placed.png
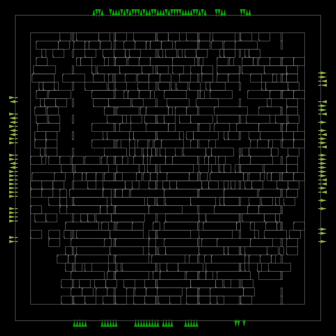
ff_map.png
Scale bar: 20 µm. Other sequential cells in the stronger gray, the rest of the logic in the fainter gray.
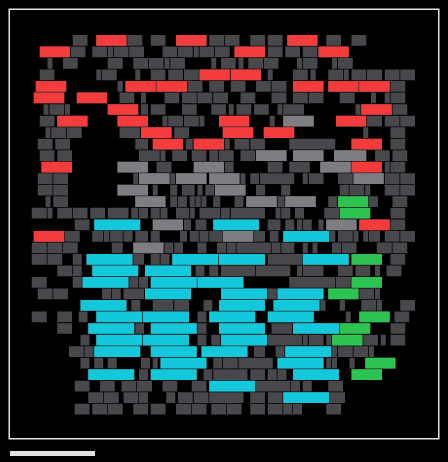
class_map.png
Scale bar: 20 µm. Fill, decap, tap and diode cells in gray.
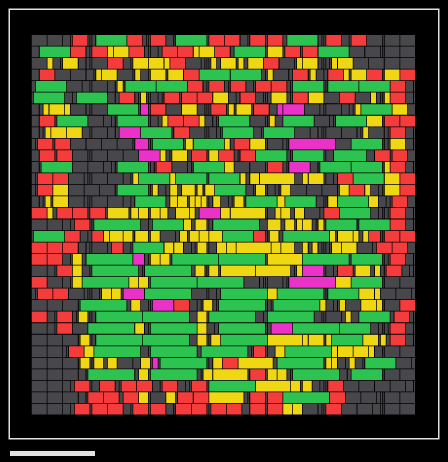
**config.mk**
```make
export PLATFORM = sky130hd
export DESIGN_NAME = arashi_read_responder
export DESIGN_NICKNAME = d
export VERILOG_FILES = /design/src/rtl/arashi_read_responder.sv
export SDC_FILE = /design/constraint.sdc
export NUM_CORES = 1
export LEC_CHECK = 0
export CAP_MARGIN = 20
export CORE_MARGIN = 5
export CORE_UTILIZATION = 49
export CTS_CLUSTER_DIAMETER = 150
export DETAILED_ROUTE_END_ITERATION = 10
export PLACE_DENSITY = 0.85
export SYNTH_ARGS = -nofsm -noshare
export SYNTH_HDL_FRONTEND = slang
export SYNTH_SLANG_ARGS = --single-unit
```
**constraint.sdc**
```tcl
create_clock -name clk -period 5.7 [get_ports clk]
set_clock_uncertainty 0.2 [all_clocks]
set_input_delay 1.71 -clock clk [delete_from_list [all_inputs] [get_ports clk]]
set_output_delay 1.71 -clock clk [all_outputs]
set_load 0.03 [all_outputs]
```
**src/rtl/arashi_read_responder.sv**
```systemverilog
// Cache-side read responder: one outstanding request slot per thread, consumes arbiter grants,
// issues the memory read and returns data tagged with the thread index after RD_LAT cycles.
module arashi_read_responder #(
    parameter int unsigned DATA_WIDTH       = 32,
    parameter int unsigned MEM_WIDTH        = 10,
    parameter int unsigned THREAD_NUM_WIDTH = 2,
    parameter int unsigned RD_LAT           = 2,
    localparam int unsigned THREAD_NUM      = 1 << THREAD_NUM_WIDTH
) (
    input  logic                            clk,
    input  logic                            rstn,
    input  logic [THREAD_NUM-1:0]           req_valid,
    input  logic [THREAD_NUM*MEM_WIDTH-1:0] req_addr,
    output logic [THREAD_NUM-1:0]           req_ready,
    output logic [THREAD_NUM-1:0]           avail,
    input  logic [THREAD_NUM_WIDTH-1:0]     toread,
    input  logic                            rcache,
    output logic                            mem_ren,
    output logic [MEM_WIDTH-1:0]            mem_raddr,
    input  logic [DATA_WIDTH-1:0]           mem_rdata,
    output logic                            rsp_valid,
    output logic [THREAD_NUM_WIDTH-1:0]     rsp_thread,
    output logic [DATA_WIDTH-1:0]           rsp_data
);

    typedef enum logic [1:0] {
        StIdle     = 2'd0,
        StPending  = 2'd1,
        StInflight = 2'd2
    } slot_state_e;

    slot_state_e                 slot_q [THREAD_NUM];
    slot_state_e                 slot_d [THREAD_NUM];
    logic [MEM_WIDTH-1:0]        addr_q [THREAD_NUM];
    logic [MEM_WIDTH-1:0]        addr_d [THREAD_NUM];

    logic                        grant;
    logic                        tail_valid;
    logic [THREAD_NUM_WIDTH-1:0] tail_thread;

    logic                        ren_q;
    logic [MEM_WIDTH-1:0]        raddr_q;
    logic [THREAD_NUM_WIDTH-1:0] ren_thread_q;

    logic [RD_LAT-1:0]           pipe_valid_q;
    logic [THREAD_NUM_WIDTH-1:0] pipe_thread_q [RD_LAT];

    logic                        rsp_valid_q;
    logic [THREAD_NUM_WIDTH-1:0] rsp_thread_q;
    logic [DATA_WIDTH-1:0]       rsp_data_q;

    // A grant only counts when the selected slot is still pending; re-grants are dropped.
    assign grant       = rcache && (slot_q[toread] == StPending);
    assign tail_valid  = pipe_valid_q[RD_LAT-1];
    assign tail_thread = pipe_thread_q[RD_LAT-1];

    always_comb begin
        for (int t = 0; t < THREAD_NUM; t++) begin
            slot_d[t] = slot_q[t];
            addr_d[t] = addr_q[t];
            case (slot_q[t])
                StIdle: begin
                    if (req_valid[t]) begin
                        slot_d[t] = StPending;
                        addr_d[t] = req_addr[t*MEM_WIDTH +: MEM_WIDTH];
                    end
                end
                StPending: begin
                    if (grant && (toread == THREAD_NUM_WIDTH'(t))) begin
                        slot_d[t] = StInflight;
                    end
                end
                StInflight: begin
                    // Freed on the edge that raises rsp_valid, so it is idle in the response cycle.
                    if (tail_valid && (tail_thread == THREAD_NUM_WIDTH'(t))) begin
                        slot_d[t] = StIdle;
                    end
                end
                default: slot_d[t] = StIdle;
            endcase
        end
    end

    always_comb begin
        req_ready = '0;
        avail     = '0;
        for (int t = 0; t < THREAD_NUM; t++) begin
            req_ready[t] = (slot_q[t] == StIdle);
            avail[t]     = (slot_q[t] == StPending);
        end
    end

    always_ff @(posedge clk) begin
        if (!rstn) begin
            for (int t = 0; t < THREAD_NUM; t++) begin
                slot_q[t] <= StIdle;
                addr_q[t] <= '0;
            end
        end else begin
            for (int t = 0; t < THREAD_NUM; t++) begin
                slot_q[t] <= slot_d[t];
                addr_q[t] <= addr_d[t];
            end
        end
    end

    always_ff @(posedge clk) begin
        if (!rstn) begin
            ren_q        <= 1'b0;
            raddr_q      <= '0;
            ren_thread_q <= '0;
        end else begin
            ren_q        <= grant;
            ren_thread_q <= toread;
            if (grant) begin
                raddr_q <= addr_q[toread];
            end
        end
    end

    always_ff @(posedge clk) begin
        if (!rstn) begin
            pipe_valid_q <= '0;
            for (int i = 0; i < RD_LAT; i++) begin
                pipe_thread_q[i] <= '0;
            end
        end else begin
            pipe_valid_q[0]  <= ren_q;
            pipe_thread_q[0] <= ren_thread_q;
            for (int i = 1; i < RD_LAT; i++) begin
                pipe_valid_q[i]  <= pipe_valid_q[i-1];
                pipe_thread_q[i] <= pipe_thread_q[i-1];
            end
        end
    end

    always_ff @(posedge clk) begin
        if (!rstn) begin
            rsp_valid_q  <= 1'b0;
            rsp_thread_q <= '0;
            rsp_data_q   <= '0;
        end else begin
            rsp_valid_q <= tail_valid;
            if (tail_valid) begin
                rsp_thread_q <= tail_thread;
                rsp_data_q   <= mem_rdata;
            end
        end
    end

    assign mem_ren    = ren_q;
    assign mem_raddr  = raddr_q;
    assign rsp_valid  = rsp_valid_q;
    assign rsp_thread = rsp_thread_q;
    assign rsp_data   = rsp_data_q;

endmodule
```
==> reports/metrics.yaml <==
synth:
  post_syn_instances: 333
  netlist_top_cells_count: "dfxtp_1, and2_1, mux2i_1"
  synthesis.nets: 414
  netlist.top_cell.by_area: "dfxtp_1"
  most_common_cell: "dfxtp_1"
  netlist_top_cells_area: "dfxtp_1, edfxtp_1, mux2i_1, and2_1, mux4_2"
  synth.yosys.seq_area_share: 0.602
  mux_share: 0.167
  mappedNetlistArea_mm2: 0.00406
setup_path:
  criticalPathCategory: "reg2out"
  timing.rr.start: "pipe_valid_q[1]"
  critical_path.top_delay_family: "buffers and inverters"
  path_cells: "nor2b_1, clkdlybuf4s50_1"
  cp_num_buf_inv: 1
  timing.critical_path.from_type: "register"
  worstSetupEndpointType: "primary output"
  critPathMaxStageDelay_ps: 760
  rr_endpoint: "slot_q[2][1]"
  critical_path_required_ps: 3790
sta:
  hold_slack_ps: 241
  final_hold_viol_count: 0
  period_used_share: 0.656
  clock.fmax_mhz: 267
  layout_setup_ws_ps: 1960
  slew-limit-headroom: 0.295
  unrepaired_setup_endpoints_after_global_routing: "false"
routing:
  detailroute.via_count: 2872
  postRouteAntennaNets: 0
  drc_errors: 0
cts:
  clock_tree_from_tritoncts: "built"
  clock_tree.root_cell: "clkbuf_8"
  cts-buffers-inserted: 9
  clock_sink_total: 102
  clk_pin_slew_worst_paths_ps: 90
  cts.repair.resized: 0
  insertion_delay_ps: 350
global_route:
  global_route_wire_length_before_repair_mm: 15.1
power:
  power_w: 0.00150
  cellPowerDensity_mw_per_mm2: 266
  power.ir.vdd_worst_mv: 0.124
run:
  maxCapViolations: 0
  log.warning_count: 26
placed_design:
  dp.final_hpwl_mm: 7.50
  placement.setup.worst_slack_ps: 1660
die:
  floorplan.die_area_mm2: 0.0102
  die_h_um: 101
  initCoreUtil: 0.499
hold_path:
  hold_path_class: "reg2reg"
final_layout:
  drive_gt1_frac: 0.0778
run_status:
  run_status: "complete, no violations"
Notes on placed.png above:
standard-cell row count: 33
CORE AREA: 0.00813 mm²

Notes on ff_map.png above:
[addr_q] cyan | sequential cells: 40
[mem_raddr] green | sequential cells: 10
[rsp_data] red | sequential cells: 32
not colored: 20

Notes on class_map.png above:
[remaining buffers and delay cells] red | cells: 139
[registers] green | cells: 102
[remaining logic cells] yellow | cells: 206
[clock drivers and dummy loads] magenta | cells: 16
flip-flop and latch share of the layout cell area: 0.433
finished layout cell area: 0.00565 mm²
post-route core utilization: 0.694

## power breakdown
| group | leakage, nW | switching, W | internal (W) | total, W |
|---|---|---|---|---|
| Sequential | 0.925 | 0.0000186 | 0.000796 | 0.000814 |
| Clock | 0.104 | 0.000235 | 0.000247 | 0.000482 |
| Combinational | 1.06 | 0.0000930 | 0.000112 | 0.000205 |
## cell type report
cell class,instances,area (µm²),share of cell area
Clock buffer,10,128,0.0226
Tap cell,105,131,0.0233
Sequential cell,102,2440,0.433
Timing Repair Buffer,139,1380,0.244
Multi-Input combinational cell,202,1460,0.259
Inverter,4,15.0,0.00266
Clock inverter,6,85.1,0.0151
## layer usage
| metal | GRT usage | share of wire | vias to the layer above |
|---|---|---|---|
| li1 | - | - | 1379 |
| met1 | 0.268 | 0.43 | 1365 |
| met2 | 0.300 | 0.47 | 116 |
| met3 | 0.0498 | 0.082 | 12 |
| met4 | 0.0613 | 0.015 | 0 |
| met5 | 0 | 0 | - |
## sequential cells by signal, indices dropped and copies added, names as in the netlist
register and count:
mem_ren 1, addr_q 40, rsp_thread 2, rsp_valid 1
mem_raddr 10, pipe_thread_q 4, rsp_data 32, pipe_valid_q 2
slot_q 8, ren_thread_q 2
## worst min-delay path by stage
| stage | endpoint | slack [ps] | cells after the start | start |
|---|---|---|---|---|
| after floorplan | pipe_thread_q[0][0] | 210 | 1 | ren_thread_q[0] |
| after global placement | pipe_thread_q[0][2] | 220 | 1 | pipe_thread_q[0][0] |
| after detailed placement | pipe_thread_q[0][1] | 230 | 1 | ren_thread_q[1] |
| after CTS | pipe_thread_q[0][1] | 240 | 1 | ren_thread_q[1] |
| after global routing | pipe_thread_q[0][2] | 260 | 1 | pipe_thread_q[0][0] |
| final | pipe_thread_q[0][1] | 240 | 1 | ren_thread_q[1] |
No activity file was given, so power comes from the tool's default toggle rates.
